[config.mk]
export PLATFORM = sky130hd
export DESIGN_NAME = divider_seq_flat
export DESIGN_NICKNAME = d
export VERILOG_FILES = /design/src/rtl/divider_pkg.sv /design/src/rtl/divider_if.sv /design/src/rtl/divider_step.sv /design/src/rtl/divider_seq.sv /design/src/flat_wrapper.sv
export SDC_FILE = /design/constraint.sdc
export NUM_CORES = 1
export LEC_CHECK = 0
export ABC_AREA = 1
export CORE_ASPECT_RATIO = 2
export CORE_MARGIN = 2
export CORE_UTILIZATION = 52
export DETAILED_ROUTE_END_ITERATION = 16
export PLACE_DENSITY = 0.77
export SYNTH_ARGS = -nofsm -noshare
export SYNTH_HDL_FRONTEND = slang
export SYNTH_HIERARCHICAL = 1
export SYNTH_SLANG_ARGS = --single-unit
[constraint.sdc]
create_clock -name clk -period 2.9 [get_ports clk]
set_input_delay 0.58 -clock clk [delete_from_list [all_inputs] [get_ports clk]]
set_output_delay 0.58 -clock clk [all_outputs]
set_load 0.03 [all_outputs]
[src/rtl/divider_pkg.sv]
// Shared types and the floored sign-correction used by the sequential divider
// and by reference models that need the same result rules.
package divider_pkg;

    // Widest operand the shared correction function handles.
    localparam int MAXW = 64;

    typedef enum logic [1:0] {
        IDLE,
        DIV,
        FIX
    } state_t;

    typedef struct packed {
        logic [MAXW-1:0] quot;
        logic [MAXW-1:0] rem;
    } result_t;

    // Turns the magnitude result (q0, r0) into floored quotient/remainder.
    // Arithmetic is modulo 2^MAXW; callers keep the low W bits, which is exact.
    function automatic result_t floor_fix(
        input logic [MAXW-1:0] q0,
        input logic [MAXW-1:0] r0,
        input logic [MAXW-1:0] b,
        input logic            sx,
        input logic            sy
    );
        result_t res;
        if (sx == sy) begin
            res.quot = q0;
            res.rem  = sy ? -r0 : r0;
        end else if (r0 == '0) begin
            res.quot = -q0;
            res.rem  = '0;
        end else begin
            res.quot = ~q0;
            res.rem  = sy ? (r0 - b) : (b - r0);
        end
        return res;
    endfunction

endpackage

[src/rtl/divider_if.sv]
// Start/busy/done handshake and operand/result bundle of the sequential divider.
interface divider_if #(
    parameter int W = 32
);
    logic         start;
    logic         u;
    logic [W-1:0] x;
    logic [W-1:0] y;
    logic         busy;
    logic         done;
    logic [W-1:0] quot;
    logic [W-1:0] rem;
    logic         dz;
    logic         ovf;

    modport master (
        output start, u, x, y,
        input  busy, done, quot, rem, dz, ovf
    );

    modport slave (
        input  start, u, x, y,
        output busy, done, quot, rem, dz, ovf
    );
endinterface

[src/rtl/divider_step.sv]
// One restoring division step over the packed {remainder, quotient} register.
module divider_step #(
    parameter int W = 32
) (
    input  logic [2*W-1:0] acc,
    input  logic [W-1:0]   b,
    output logic [2*W-1:0] acc_next
);
    // Shifted partial remainder needs W+1 bits: 2*r+bit can exceed 2^W-1.
    logic [W:0]   trial;
    logic [W+1:0] diff;
    logic         borrow;

    assign trial    = acc[2*W-1:W-1];
    assign diff     = {1'b0, trial} - {2'b00, b};
    assign borrow   = diff[W+1];
    assign acc_next = {(borrow ? trial[W-1:0] : diff[W-1:0]), acc[W-2:0], ~borrow};
endmodule

[src/rtl/divider_seq.sv]
// Sequential restoring divider, one quotient bit per clock, floored signed or
// unsigned, with divide-by-zero and overflow flags and held results.
module divider_seq
    import divider_pkg::*;
#(
    parameter int W = 32   // 2 <= W <= MAXW
) (
    input logic      clk,
    input logic      rst,
    divider_if.slave bus
);
    localparam logic [W-1:0] LAST = W'(W - 1);
    localparam logic [W-1:0] MINV = {1'b1, {(W-1){1'b0}}};

    state_t         state_reg;
    logic           sx_reg, sy_reg;
    logic           dz_pend_reg, ovf_pend_reg;
    logic [W-1:0]   b_reg;
    logic [2*W-1:0] acc_reg;
    logic [W-1:0]   cnt_reg;
    logic [W-1:0]   xraw_reg;
    logic           busy_reg, done_reg, dz_reg, ovf_reg;
    logic [W-1:0]   quot_reg, rem_reg;

    logic           sx_in, sy_in;
    logic [W-1:0]   a_abs, b_abs;
    logic [2*W-1:0] acc_next;
    logic [2*W-1:0] fix_w;

    function automatic logic [2*W-1:0] fix_trunc(input logic [2*W-1:0] acc,
                                                 input logic [W-1:0] b,
                                                 input logic sx, input logic sy);
        result_t res;
        res = floor_fix(MAXW'(acc[W-1:0]), MAXW'(acc[2*W-1:W]), MAXW'(b), sx, sy);
        return {res.quot[W-1:0], res.rem[W-1:0]};
    endfunction

    assign sx_in = bus.u & bus.x[W-1];
    assign sy_in = bus.u & bus.y[W-1];
    assign a_abs = sx_in ? -bus.x : bus.x;
    assign b_abs = sy_in ? -bus.y : bus.y;
    assign fix_w = fix_trunc(acc_reg, b_reg, sx_reg, sy_reg);

    divider_step #(.W(W)) u_step (
        .acc      (acc_reg),
        .b        (b_reg),
        .acc_next (acc_next)
    );

    always_ff @(posedge clk or negedge rst) begin
        if (!rst) begin
            state_reg    <= IDLE;
            sx_reg       <= 1'b0;
            sy_reg       <= 1'b0;
            dz_pend_reg  <= 1'b0;
            ovf_pend_reg <= 1'b0;
            b_reg        <= '0;
            acc_reg      <= '0;
            cnt_reg      <= '0;
            xraw_reg     <= '0;
            busy_reg     <= 1'b0;
            done_reg     <= 1'b0;
            dz_reg       <= 1'b0;
            ovf_reg      <= 1'b0;
            quot_reg     <= '0;
            rem_reg      <= '0;
        end else begin
            done_reg <= 1'b0;
            case (state_reg)
                IDLE: begin
                    if (bus.start) begin
                        sx_reg       <= sx_in;
                        sy_reg       <= sy_in;
                        b_reg        <= b_abs;
                        acc_reg      <= {{W{1'b0}}, a_abs};
                        cnt_reg      <= '0;
                        xraw_reg     <= bus.x;
                        dz_pend_reg  <= (bus.y == '0);
                        ovf_pend_reg <= bus.u & (bus.x == MINV) & (bus.y == '1);
                        busy_reg     <= 1'b1;
                        state_reg    <= DIV;
                    end
                end
                DIV: begin
                    acc_reg <= acc_next;
                    cnt_reg <= cnt_reg + W'(1);
                    if (cnt_reg == LAST) begin
                        state_reg <= FIX;
                    end
                end
                FIX: begin
                    // Divide-by-zero returns all ones and the untouched dividend.
                    if (dz_pend_reg) begin
                        quot_reg <= '1;
                        rem_reg  <= xraw_reg;
                    end else begin
                        quot_reg <= fix_w[2*W-1:W];
                        rem_reg  <= fix_w[W-1:0];
                    end
                    dz_reg    <= dz_pend_reg;
                    ovf_reg   <= ovf_pend_reg;
                    done_reg  <= 1'b1;
                    busy_reg  <= 1'b0;
                    state_reg <= IDLE;
                end
                default: state_reg <= IDLE;
            endcase
        end
    end

    assign bus.busy = busy_reg;
    assign bus.done = done_reg;
    assign bus.quot = quot_reg;
    assign bus.rem  = rem_reg;
    assign bus.dz   = dz_reg;
    assign bus.ovf  = ovf_reg;
endmodule

[src/flat_wrapper.sv]
// flat-port wrapper written by rule: the top's interface ports become plain ports
module divider_seq_flat import divider_pkg::*;
#(
    parameter int W = 32                    
)
  (clk, rst, bus_start, bus_u, bus_x, bus_y, bus_busy, bus_done, bus_quot, bus_rem, bus_dz, bus_ovf);
  divider_if #(.W(W)) bus_i ();
  input logic clk;
  input logic rst;
  input wire logic [$bits(bus_i.start)-1:0] bus_start;
  input wire logic [$bits(bus_i.u)-1:0] bus_u;
  input wire logic [$bits(bus_i.x)-1:0] bus_x;
  input wire logic [$bits(bus_i.y)-1:0] bus_y;
  output wire logic [$bits(bus_i.busy)-1:0] bus_busy;
  output wire logic [$bits(bus_i.done)-1:0] bus_done;
  output wire logic [$bits(bus_i.quot)-1:0] bus_quot;
  output wire logic [$bits(bus_i.rem)-1:0] bus_rem;
  output wire logic [$bits(bus_i.dz)-1:0] bus_dz;
  output wire logic [$bits(bus_i.ovf)-1:0] bus_ovf;
  assign bus_i.start = bus_start;
  assign bus_i.u = bus_u;
  assign bus_i.x = bus_x;
  assign bus_i.y = bus_y;
  assign bus_busy = bus_i.busy;
  assign bus_done = bus_i.done;
  assign bus_quot = bus_i.quot;
  assign bus_rem = bus_i.rem;
  assign bus_dz = bus_i.dz;
  assign bus_ovf = bus_i.ovf;
  divider_seq #(.W(W)) u_core (.clk(clk), .rst(rst), .bus(bus_i));
endmodule
**Run 1: ports around the boundary**

Pins as bars across the die edge, other pins in grey.
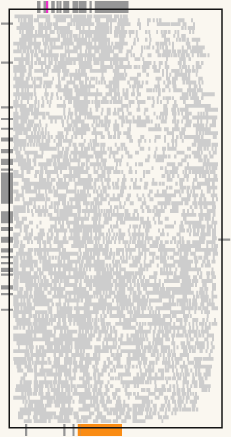
| colour | port | pins | direction | edge |
|---|---|---|---|---|
| magenta | `bus_dz` | 1 | output | top |
| orange | `bus_y` | 32 | input | bottom |
all pins by edge: 51 left, 48 top, 36 bottom, 1 right
Die Y: 291 um
I/O Buffers: 135
Die Wd: 148 um

**Run 1: gate-type map**

Bar = 50 um.
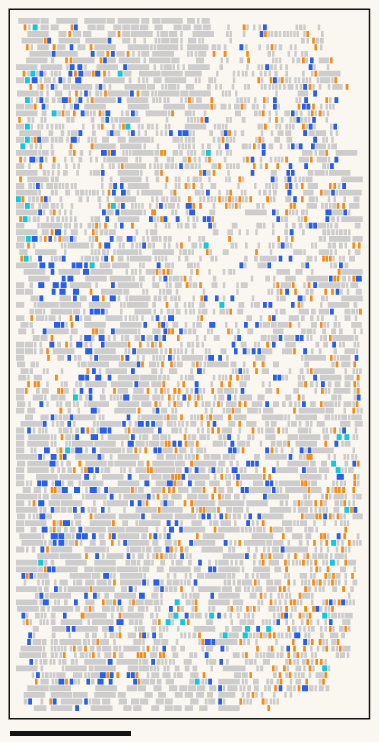
| colour | family | cells | where |
|---|---|---|---|
| cyan | AND and OR gates | 42 | spread over the die |
| orange | inverters | 505 | spread over the die |
| blue | inverting AOI/OAI gates | 447 | spread over the die |
most numerous logic cell after layout: nand2_1
multi-input combinational area share: 0.523

==> flow_summary.yaml, run 1 <==
# implementation run metrics
logic_synthesis:
  simple_gate_area_frac: 0.384
  top_cell: "nand2_1"
  synth_top_cell_by_area: "dfrtp_1"
  yosysSeqAreaShare: 0.273
  enable_flop_cells: 0
  syn_area_mm2: 0.0215
  syn_nets: 3637
  mux_share: 0.00280
  yosys_cells: 3464
  logic_family: "simple AND/OR/NAND/NOR gates"
  yosys-top-cells-count: "1,147 x nand2_1, 491 x inv_1, 320 x nor2_1"
  netlist_instances: 3464
  top_area_frac: 0.273
  async_flop_share: 1.00
  adder_share: 0.0622
global_routing:
  grt_pass1_vias: 25200
  grt_start_max_net_pins: 81
  overflow: 0
  antenna_found_initial: 7
  grtUsageTotal: 0.466
  grt_pass1_wl_um: 150000
setup_path:
  required_ns: 3.39
  path_delay_family: "simple AND/OR/NAND/NOR gates"
  cp_max_fo: 12
  cp_slowest_stage_delay_ns: 0.43
  cp_common_cell: "nor2_4"
  critical_path.startpoint_type: "register"
  crit_buf_inv: 3
  cp.arrival_ns: 3.36
  path_cells: "inv_1 > buf_4 > ha_1 > nand4_2 > nor2_4 > nand4_2 > nor2_4 > nor2_4 > inv_4 > o21ai_0 > o211ai_1 > nand2_1"
  cp_slowest_cell: "nor2_4"
  regToRegSetupSlack_ns: 0.03
placed_design:
  place_ws_ns: -0.119
  place_area_mm2: 0.0242
  place_hpwl_um: 78500
  place.gp.congestion: 1.07
die:
  row_count: 105
  fp.dieArea_mm2: 0.0430
  pin_count: 136
  core_area_mm2: 0.0409
hold_path:
  hold_class: "in -> async"
detailed_routing:
  post_drt_wl_per_cell_um: 23.6
  finalWirelength_um: 99500
  dr.first_iter.drc_count: 1819
  drc: 0
  num_vias: 24700
  viasPerCell: 5.85
  dr.pass1.iters: 6
final_timing:
  post-route-min-period_ns: 2.87
  fmax_mhz: 349
  worst_pin_slew_ns: 0.983
  fin_crit_sh: 0.989
  fin_hold_ws_ns: -0.00998
  slew_violations: 0
  max_slew_margin: 0.342
  skew_ns: 0.0170
  finalHoldViolations: 2
cells_and_area:
  antenna_cells: 2
  syn_to_final_growth_pct: 16.6
  fillers: 4164
  inv_count: 505
  final-comb-area_mm2: 0.0131
  signal_buffers: 301
  drive_above_1_share: 0.0854
  clkCellAreaFrac: 0.0306
  nets: 3834
  non_clock_buffer_area_share: 0.109
  ff_count: 234
  logic_gate_count: 2596
  biggestCellCategory: "multi-input combinational cells"
outcome:
  status: "finished, violations left"
  violations: "negative hold slack"
run:
  drv_cap: 0
  warnings: 60
pwr:
  power.density_mw_per_mm2: 1460
  leakagePower_nw: 13.1
  finalPower_mw: 36.6
clock_tree:
  cts_htree_levels: 1
  cts_hold_buf: 0
**Run 1: the clock network**

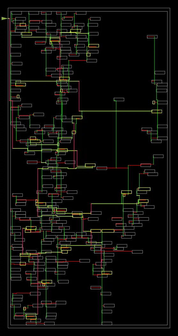
Latency at later pin: 0.57 ns
Power Clock: 3.22 mW

**Run 1: sequential cells coloured by netlist name**

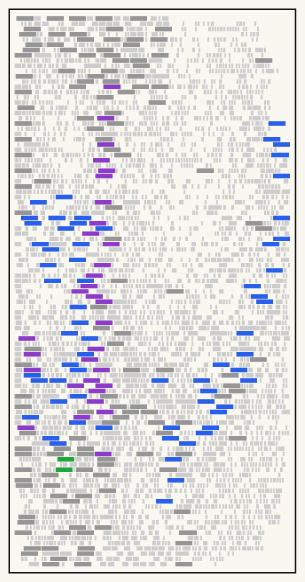
| colour | name in the netlist | flops |
|---|---|---|
| green | `u_core/state_reg` | 2 |
| blue | `u_core/acc_reg` | 64 |
| purple | `u_core/xraw_reg` | 32 |
not coloured: 136

==> run 1: per-layer routing <==
layer | vias to the layer above | share of wire | global-route usage
met4 | 6 | 0.15 | 0.512
met3 | 721 | 0.079 | 0.124
met1 | 11200 | 0.29 | 0.410
li1 | 11400 | - | -
met5 | - | 0.00044 | 0
met2 | 1360 | 0.48 | 0.800
==> run 1: metrics by stage <==
stage / util / setup TNS [ns] / hold WS (ns)
after detailed placement: 0.592 / -0.122 / 0.464
after floorplan: - / 0 / 0.284
after CTS: 0.611 / 0 / 0.0658
after global placement: 0.592 / -0.134 / 0.461
final: 0.613 / 0 / -0.00998
after global routing: 0.613 / -0.0435 / 0.0645
==> run 1: report_power, final <==
part	total, mW	switching (mW)	internal, mW
Combinational	27.1	18.2	8.89
Sequential	6.30	1.88	4.42
Clock	3.22	1.45	1.78
Total	36.6	21.5	15.1
==> run 1: repair_timing <==
item                                    4_1_cts  5_1_grt
gates resized                                 0       22
endpoints found under the setup margin        0       17
buffers inserted                              0        1
==> run 1: worst reg2reg max path: stages, from the launching register on <==
cell,delay (ns)
dfrtp_1,0.41
inv_1,0.09
buf_4,0.16
ha_1,0.26
nand4_2,0.18
nor2_4,0.07
nand4_2,0.12
nor2_4,0.08
nor2_4,0.43
inv_4,0.18
o21ai_0,0.26
o211ai_1,0.41
nand2_1,0.17
==> run 1: worst paths after layout <==
check | start | to | depth (start not counted)
max reg2reg | u_core/acc_reg[32] | u_core/bus.rem[6] | 12
max | u_core/acc_reg[32] | u_core/bus.rem[6] | 12
min in group clk | u_core/bus.rem[26] | u_core/bus.rem[26] | 2
max in group asynchronous | rst | u_core/bus.quot[16] | 2
min | rst | u_core/cnt_reg[17] | 1
min reg2reg | u_core/bus.rem[26] | u_core/bus.rem[26] | 2
**Run 1: routed metal, one colour a layer**

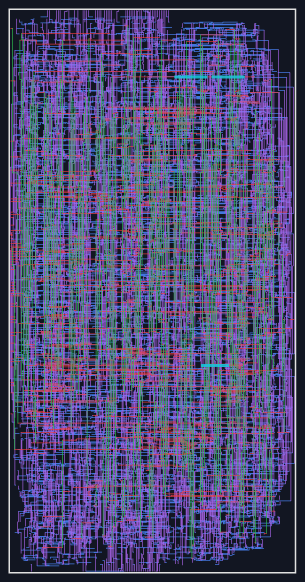

==> run 1 -> run 2 <==
GPL_TIMING_DRIVEN = 0   (was default)
**Run 2: routed metal, one colour a layer**

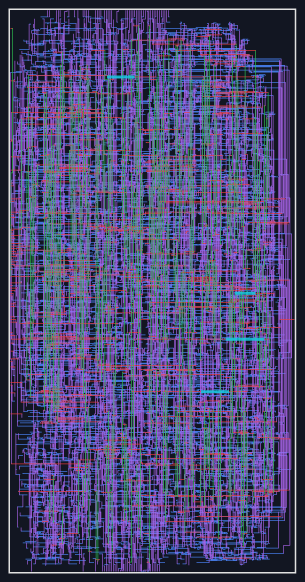
| colour | layer | wire length |
|---|---|---|
| cyan | met5 | 53.4 um |
| green | met4 | 12,200 um |
| purple | met2 | 46.2 mm |
| red | met3 | 5,370 um |
| blue | met1 | 28.5 mm |
DR WL/cell: 22.1 um
total number of vias: 24.0k
Routed WL: 92,300 um

==> run 2 against run 1 <==
Compared with the run above: the run ends with negative setup slack left; wire length is 7.3% lower; critical path type unchanged; utilization is 1.3 points lower; clock-buffer cell count is 3 lower; cell area is 2.2% lower; synthesized area stayed put; die area stayed put; clock skew is 0.0078 ns higher; synthesized cell count stayed put; worst setup slack worse by 0.064 ns; clock power is 5% lower; global-route usage is 4.0 points lower; worst hold slack better by 0.47 ns.
==> flow_summary.yaml, run 2 <==
# implementation run metrics
outcome:
  status: "finished, violations left"
  violations: "negative setup slack"
logic_synthesis:
  top_cell: "nand2_1"
  enable_flop_cells: 0
  topCellsByArea: "dfrtp_1 27%, nand2_1 20%, inv_1 8.6%"
  yosysSeqAreaShare: 0.273
  ys_sh_xor: 0.0404
  numSynthFlops: 234
  syn_nets: 3637
  flop_cell: "dfrtp_1"
  yosys_cells: 3464
  async_flop_share: 1.00
  adder_share: 0.0622
  top_area_frac: 0.273
  netlist_instances: 3464
  syn_avg_cell_area_um2: 6.20
  yosysUniqueCellTypes: 57
  yosys_warnings: 6
  synth_top_cell_by_area: "dfrtp_1"
  syn_area_mm2: 0.0215
  mux_share: 0.00280
  simple_gate_area_frac: 0.384
  logic_family: "simple AND/OR/NAND/NOR gates"
  compound_area_frac: 0.118
  yosys-stat-area_mm2: 0.0215
  yosys-top-cells-count: "1,147 x nand2_1, 491 x inv_1, 320 x nor2_1"
cells_and_area:
  biggestCellCategory: "multi-input combinational cells"
  lay_top_count: "nand2_1"
  largest_reg_flops: 64
  clkCellAreaFrac: 0.0308
  sh_seq_area: 0.240
  clockBufferCount: 30
  flop_area_mm2: 0.00588
  ff_count: 234
  non_clock_buffer_area_share: 0.0871
  nets: 3803
  lay_top_cells: "1,145 x nand2_1, 489 x inv_1, 311 x nor2_1"
  fillers: 4237
  drive_above_1_share: 0.0653
  antenna_cells: 1
  sh_comb_area: 0.537
  logic_gate_count: 2596
  syn_to_final_growth_pct: 14.0
  final-comb-area_mm2: 0.0132
  final_cells: 4182
  final_area_mm2: 0.0245
  signal_buffers: 270
  inv_count: 505
  fin_util: 0.599
setup_path:
  cp.arrival_ns: 3.41
  rr_endpoint: "u_core/bus.rem[29]"
  cp-end-kind: "register"
  rr_worst_depth: 10
  critical_path.startpoint_type: "register"
  worstSetupPathType: "reg -> reg"
  regToRegSetupSlack_ns: -0.03
  required_ns: 3.38
  worst_r2r_startpoint: "u_core/sy_reg"
  cp_max_fo: 10
global_routing:
  grt_pass1_vias: 23900
  grt_pass1_wl_um: 137000
  grt_start_max_net_pins: 118
  overflow: 0
  antenna_found_initial: 7
  grtUsageTotal: 0.426
die:
  nWellTaps: 535
  die_h_um: 291
  die_w_um: 148
  row_count: 105
  pin_count: 136
  fp.dieArea_mm2: 0.0430
  fp_util: 0.526
  core_area_mm2: 0.0409
pwr:
  power_leader: "combinational logic"
  internal-power_mw: 13.9
  clkPwrFrac: 0.089
  p_comb_mw: 24.9
  seq_cell_power_mw: 6.60
  sw_frac_of_total: 0.597
  pwr-share-seq: 0.191
  leakagePower_nw: 12.7
  peakVddDrop_mv: 0.603
  power.density_mw_per_mm2: 1410
  power_switching_mw: 20.6
  combPwrFrac: 0.720
  p_clk_mw: 3.07
clock_tree:
  clock_path_buffers: 3
  clkTransAtPathRegs_ns: 0.07
  cts_htree_levels: 1
  cts_tree: "done"
  cts_made_buffers: 23
  insertion_delay_ns: 0.56
  clock-sinks: 234
  cts_root_buf: "clkbuf_16"
placed_design:
  port_buffers: 135
  place_area_mm2: 0.0236
  place.gp.congestion: 1.08
  place_hpwl_um: 74700
  place_ws_ns: -0.271
  post-place-cells: 4136
hold_path:
  hold_class: "in -> async"
detailed_routing:
  drc: 0
  dr.pass1.iters: 6
  viasPerCell: 5.74
  drt.antenna.violating_nets: 0
  dr.first_iter.drc_count: 1932
final_timing:
  rsz0062_at_grt: "yes"
  slew_violations: 0
  max_slew_margin: 0.412
  post-route-min-period_ns: 2.93
  fin_crit_sh: 1.01
  fmax_mhz: 341
  worst_pin_slew_ns: 0.881
  finalSetupViolCount: 1
  finalHoldViolations: 0
  fin_ws_ns: -0.0331
  skew_ns: 0.0249
run:
  drv_cap: 0
  warnings: 64
==> run 2: cell counts after synthesis <==
Identical to the previous run, type by type.
==> run 2: per-stage QoR <==
step | hold slack (ns) | TNS (ns) | power, mW
floorplan | 0.284 | 0 | 21.7
global placement | 0.462 | -2012.33 | 29.8
detailed placement | 0.451 | -1.73 | 29.9
CTS | 0.454 | 0 | 33.2
global route | 0.470 | -0.00638 | 36.9
finish | 0.455 | -0.0331 | 34.6
==> run 2: metal layers <==
metal | up-vias | routed length (um) | global-route usage
li1 | 11300 | - | -
met1 | 11000 | 28500 | 0.386
met2 | 1154 | 46200 | 0.763
met3 | 562 | 5370 | 0.0666
met4 | 8 | 12200 | 0.447
met5 | - | 53 | 0
==> run 2: how the worst max path moves through the flow <==
stage                         end          startpoint  cells after the start
5_1_grt        u_core/bus.rem[29]  u_core/acc_reg[56]                     12
2_1_floorplan  u_core/bus.rem[28]  u_core/acc_reg[32]                     14
3_3_place_gp   u_core/bus.rem[24]                 rst                      1
3_5_place_dp   u_core/acc_reg[30]            bus_x[1]                     12
4_1_cts        u_core/bus.rem[29]  u_core/acc_reg[33]                     12
6_report       u_core/bus.rem[29]       u_core/sy_reg                     10
==> run 2: worst max-delay path, stage by stage, from the launching register on <==
cell and delay, ns:
dfrtp_1 0.35, buf_2 0.35, nor2_1 0.15, nor2_4 0.32, inv_2 0.21, nor2_4 0.44
buf_2 0.37, nand3_1 0.21, nand2_1 0.18, nand2_1 0.16, nand2_1 0.10
==> run 2: what timing repair did <==
action                                  in CTS  in global routing
resized                                      6                 55
setup buffers                                0                  3
hold buffers                                 1                  0
endpoints found under the setup margin       6                 36
pin swaps                                    0                  2
hold endpoints to repair                    28                  0
No activity file was given, so power comes from the tool's default toggle rates.
